===== src/rtl/oven_game.sv =====
// oven_game: bakery reflex minigame, one oven lights per round and the player
// must press the matching button before the round times out.
module oven_game #(
   parameter int         ROUNDS       = 7,
   parameter int         TIMEOUT_EASY = 3000,
   parameter int         TIMEOUT_HARD = 1500,
   parameter logic [6:0] SEED         = 7'h01
) (
   input  logic       clock,
   input  logic       reset,
   input  logic       jogar,
   input  logic       dificuldade,
   input  logic [6:0] botoes,
   output logic [3:0] estado,
   output logic [6:0] jogadas,
   output logic [2:0] pontuacao,
   output logic       pronto
);
   typedef enum logic [3:0] {
      IDLE  = 4'h0,
      PREP  = 4'h2,
      SHOW  = 4'h3,
      CHECK = 4'h4,
      HIT   = 4'h5,
      MISS  = 4'h6,
      NEXT  = 4'h7,
      FIM   = 4'hF
   } state_t;
   state_t      state, state_n;
   logic [6:0]  lfsr, lfsr_adv, botoes_prev, press, pv, target;
   logic [2:0]  round, idx;
   logic [31:0] timer, limit;
   logic        hard, timeout, last, advance;
   assign press    = botoes & ~botoes_prev;
   assign lfsr_adv = {lfsr[5:0], lfsr[6] ^ lfsr[5]};
   assign idx      = (lfsr[2:0] == 3'd7) ? 3'd0 : lfsr[2:0];
   assign target   = 7'd1 << idx;
   assign limit    = hard ? 32'(TIMEOUT_HARD) : 32'(TIMEOUT_EASY);
   assign timeout  = timer == limit - 32'd1;
   assign last     = int'(round) + 1 == ROUNDS;
   // the next round only starts once every button has been released
   assign advance  = (state == PREP) || (state == NEXT && !last && botoes == '0);
   always_ff @(posedge clock) begin
      if (reset) state <= IDLE;
      else       state <= state_n;
   end
   always_comb begin
      state_n = IDLE;
      case (state)
         IDLE, FIM: state_n = jogar ? PREP : state;
         PREP:      state_n = SHOW;
         SHOW:      state_n = (press != '0) ? CHECK : timeout ? MISS : SHOW;
         CHECK:     state_n = (pv == target) ? HIT : MISS;
         HIT:       state_n = NEXT;
         MISS:      state_n = (hard && pv != '0) ? FIM : NEXT;
         NEXT:      state_n = last ? FIM : (botoes == '0) ? SHOW : NEXT;
         default:   state_n = IDLE;
      endcase
   end
   always_comb begin
      estado  = state;
      jogadas = (state == SHOW) ? target : '0;
      pronto  = state == FIM;
   end
   // pv is rewritten every SHOW cycle, so a timeout leaves it zero and MISS can tell it apart from a wrong press
   always_ff @(posedge clock) begin
      if (reset) begin
         lfsr        <= SEED;
         botoes_prev <= '0;
         pv          <= '0;
         round       <= '0;
         timer       <= '0;
         hard        <= 1'b0;
         pontuacao   <= '0;
      end else begin
         botoes_prev <= botoes;
         if (state_n == PREP) begin
            pontuacao <= '0;
            round     <= '0;
         end
         if (state == PREP) hard <= dificuldade;
         if (advance) lfsr <= lfsr_adv;
         if (state == SHOW) pv <= press;
         timer <= advance ? '0 : (state == SHOW) ? timer + 32'd1 : timer;
         if (state == HIT && pontuacao != 3'd7) pontuacao <= pontuacao + 3'd1;
         if (state == NEXT && (last || botoes == '0)) round <= round + 3'd1;
      end
   end
endmodule


===== config.mk =====
export PLATFORM = sky130hd
export DESIGN_NAME = oven_game
export DESIGN_NICKNAME = d
export VERILOG_FILES = /design/src/rtl/oven_game.sv
export SDC_FILE = /design/constraint.sdc
export NUM_CORES = 1
export LEC_CHECK = 0
export CAP_MARGIN = 0
export CELL_PAD_IN_SITES_DETAIL_PLACEMENT = 1
export CELL_PAD_IN_SITES_GLOBAL_PLACEMENT = 1
export CORE_ASPECT_RATIO = 1.2
export CORE_MARGIN = 2
export CORE_UTILIZATION = 23
export CTS_BUF_LIST = sky130_fd_sc_hd__clkbuf_8 sky130_fd_sc_hd__clkbuf_16
export DETAILED_ROUTE_END_ITERATION = 8
export PLACE_DENSITY_LB_ADDON = 0.1
export SLEW_MARGIN = 10
export SYNTH_ARGS = -nofsm -noshare
export SYNTH_HDL_FRONTEND = slang
export SYNTH_SLANG_ARGS = --single-unit

===== constraint.sdc =====
create_clock -name clock -period 2.5 [get_ports clock]
set_clock_uncertainty 0.15 [all_clocks]
set_input_delay 0.375 -clock clock [delete_from_list [all_inputs] [get_ports clock]]
set_output_delay 0.375 -clock clock [all_outputs]
set_load 0.1 [all_outputs]

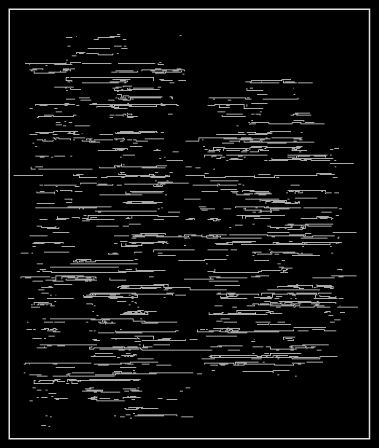
Figure 1: run 1, signal wires on met1.
wire length on this layer	4,090 um
longest straight run	28.1 um
nets with wire on the layer	410
main direction	horizontal

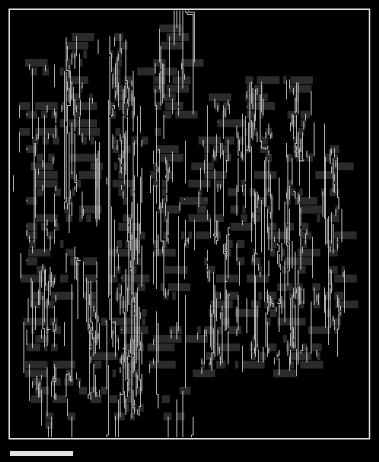
Figure 2: run 1, M2 wires.
The bar under the picture is 20 um long. Cells faint in the background.
share of all routed wire	52%
main direction	vertical
longest straight run	62.2 um
wire length on this layer	4,740 um

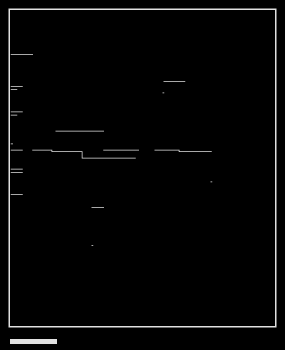
Figure 3: run 1, met3 routing.
The bar under the picture is 20 um long.
main direction	horizontal
longest straight run	22.8 um
share of all routed wire	1.8%

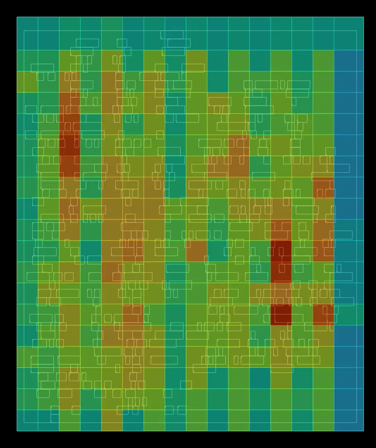
Figure 4: run 1, routing congestion map.
GR peak layer: met2
met1 Resource Use GR: 14.9%
routed wirelength normalized by instance count: 15.1 um
overall global routing resource usage: 12.8%

run 1: stage by stage:
stage,cell area (um2),setup WS (ns),util (%)
after floorplan,3400,-0.0958,-
after global placement,3910,0.0152,28.2
after detailed placement,3910,-0.00990,28.2
after CTS,4190,0.0618,30.2
after global routing,4190,0.0441,30.2
final,4190,0.148,30.2
run 1: cells in the mapped netlist (4+ instances only):
library cell	number
dfxtp_1	64
nor2_1	42
nand2_1	39
nand3_1	27
a21oi_1	21
nor2b_1	21
xor2_1	21
nand4_1	16
nor3_1	15
clkbuf_1	13
o21ai_0	11
nor4_1	10
xnor2_1	9
inv_1	6
and4_1	5
buf_2	5
ha_1	5
nand2b_1	5
or3_1	4
==> tab_implementation.tex, run 1 <==
% Table of physical implementation metrics
\begin{tabular}{lr}
\hline
Metric & Value \\
\hline
\multicolumn{2}{l}{\textbf{Route}} \\
Routed wire length on met3 & 166 um \\
Pre-antenna DRT Iters & 4 \\
\multicolumn{2}{l}{\textbf{Clock tree}} \\
Maximum number of buffers from clock root to sink & 2 \\
Num CTS Buffers & 9 \\
Maximum level of the CTS H-tree & 3 \\
Clock-pin slew of the registers on the worst-case setup and hold paths & 0.06 ns \\
\multicolumn{2}{l}{\textbf{Final layout}} \\
Register Area & 1290 um2 \\
Number of multi-input logic gates & 308 \\
Number of fill cells in the layout & 1,644 \\
Data-path buffer share of cell area in the final layout & 9.88\% \\
Flip-flop count of the largest register after layout & 32 \\
Most numerous logic cells after layout & 60 x dfxtp\_1, 39 x nor2\_1, 38 x nand2\_1, 27 x nand3\_1 \\
Number of standard cells in the layout, taps in and fillers out & 603 \\
\multicolumn{2}{l}{\textbf{Run status}} \\
Result of the run & complete, no violations \\
\multicolumn{2}{l}{\textbf{Setup path}} \\
Kind of launch point of the worst setup path & flip-flop \\
Logic depth of the worst path, buffers included & 5 \\
Internal reg-to-reg setup slack & 0.27 ns \\
\multicolumn{2}{l}{\textbf{Power and ir drop}} \\
Clk. pwr & 1.17 mW \\
Net switching power & 0.722 mW \\
\multicolumn{2}{l}{\textbf{Synth}} \\
Post-synthesis chip area from yosys & 3290 um2 \\
Most frequently used flop master after synthesis & dfxtp\_1 \\
Unique masters post-synth & 56 \\
\multicolumn{2}{l}{\textbf{Hold path}} \\
Hold-critical path endpoint & lfsr[3]\$\_SDFFE\_PP0P\_ \\
Worst Hold Class & flip-flop to flip-flop \\
\multicolumn{2}{l}{\textbf{Die}} \\
\# Taps & 171 \\
Pre-placement core utilization & 23.7\% \\
\multicolumn{2}{l}{\textbf{Timing}} \\
Peak clock frequency supported by timing & 425 MHz \\
\hline
\end{tabular}
## Run 2: what changed since run 1
--- a/config.mk
+++ b/config.mk
@@ -6,14 +6,10 @@
 export NUM_CORES = 1
 export LEC_CHECK = 0
 export CAP_MARGIN = 0
-export CELL_PAD_IN_SITES_DETAIL_PLACEMENT = 1
-export CELL_PAD_IN_SITES_GLOBAL_PLACEMENT = 1
 export CORE_ASPECT_RATIO = 1.2
-export CORE_MARGIN = 2
 export CORE_UTILIZATION = 23
 export CTS_BUF_LIST = sky130_fd_sc_hd__clkbuf_8 sky130_fd_sc_hd__clkbuf_16
 export DETAILED_ROUTE_END_ITERATION = 8
-export PLACE_DENSITY_LB_ADDON = 0.1
 export SLEW_MARGIN = 10
 export SYNTH_ARGS = -nofsm -noshare
 export SYNTH_HDL_FRONTEND = slang
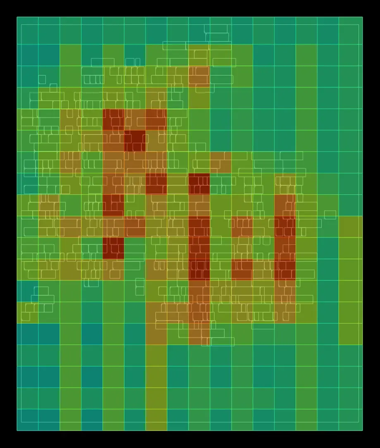
Figure 5: run 2, routing congestion map.
overall global routing resource usage: 11.4%
M3 GR Usage: 2.93%

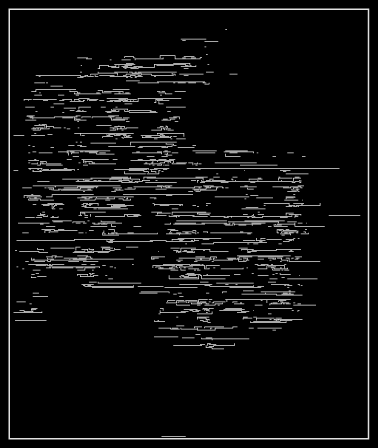
Figure 6: run 2, signal wires on met1.
share of all routed wire	44%
main direction	horizontal
nets with wire on the layer	391
wire length on this layer	3,430 um
longest straight run	47.4 um

==> tab_implementation.tex, run 2 <==
% Table of physical implementation metrics
\begin{tabular}{lr}
\hline
Metric & Value \\
\hline
\multicolumn{2}{l}{\textbf{Power and ir drop}} \\
Clk. pwr & 1.44 mW \\
Static power due to leakage & 1.50 nW \\
Net switching power & 0.725 mW \\
\multicolumn{2}{l}{\textbf{Setup path}} \\
Internal reg-to-reg setup slack & 0.23 ns \\
Kind of launch point of the worst setup path & flip-flop \\
\multicolumn{2}{l}{\textbf{Place}} \\
Dpl ws & 0.190 ns \\
\multicolumn{2}{l}{\textbf{Hold path}} \\
Hold-critical path endpoint & lfsr[4]\$\_SDFFE\_PP0P\_ \\
Worst Hold Class & flip-flop to flip-flop \\
\multicolumn{2}{l}{\textbf{Final layout}} \\
Data-path buffer share of cell area in the final layout & 9.92\% \\
Number of fill cells in the layout & 1,458 \\
Share of the core filled with cells in the final layout & 30.7\% \\
Number of multi-input logic gates & 308 \\
Flip-flop count of the largest register after layout & 32 \\
Register Area & 1290 um2 \\
Most numerous logic cells after layout & 60 x dfxtp\_1, 39 x nor2\_1, 38 x nand2\_1, 27 x nand3\_1 \\
\multicolumn{2}{l}{\textbf{Synth}} \\
Top cell types by occurrence after synthesis & 64 x dfxtp\_1, 42 x nor2\_1, 39 x nand2\_1 \\
Most frequently used flop master after synthesis & dfxtp\_1 \\
Unique masters post-synth & 56 \\
Post-synthesis chip area from yosys & 3290 um2 \\
Count leader, synth & dfxtp\_1 \\
\multicolumn{2}{l}{\textbf{Clock tree}} \\
Num CTS Buffers & 9 \\
Maximum level of the CTS H-tree & 3 \\
Maximum number of buffers from clock root to sink & 2 \\
\multicolumn{2}{l}{\textbf{Timing}} \\
Peak clock frequency supported by timing & 426 MHz \\
Worst rel slew slack & 66.8\% \\
Post-layout worst setup margin & 0.153 ns \\
\multicolumn{2}{l}{\textbf{Die}} \\
Pre-placement core utilization & 23.7\% \\
\# Taps & 171 \\
\multicolumn{2}{l}{\textbf{Run status}} \\
Result of the run & complete, no violations \\
\multicolumn{2}{l}{\textbf{Route}} \\
Pre-antenna DRT Iters & 5 \\
Routed wirelength normalized by instance count & 12.9 um \\
\hline
\end{tabular}
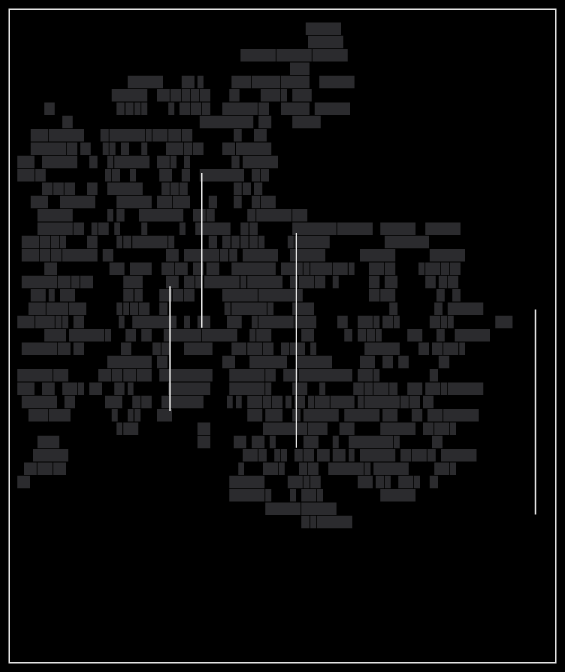
Figure 7: run 2, M4 wires.
Cells faint in the background.
nets with wire on the layer	3
wire length on this layer	141 um
longest straight run	43.5 um
main direction	vertical

==> run 2: cell counts after synthesis <==
No cell type changed its count.
==> run 2: through the flow <==
stage          std cells  hold slack [ns]  area (um2)
2_1_floorplan        400            0.290        3400
3_3_place_gp         587            0.297        3910
3_5_place_dp         587            0.306        3910
4_1_cts              603            0.315        4260
5_1_grt              603            0.349        4260
6_report             603            0.316        4260
==> run 2: per-layer routing <==
metal | share of wire [%] | GRT usage (%) | wire (um) | up-vias
met3 | 2.4 | 2.93 | 188 | 13
met1 | 44 | 12.5 | 3430 | 1383
met2 | 52 | 21.0 | 4020 | 37
met4 | 1.8 | 4.13 | 141 | 0
li1 | - | - | - | 1483
met5 | 0 | 0 | 0 | -
Power is estimated from default activity; no workload was simulated.
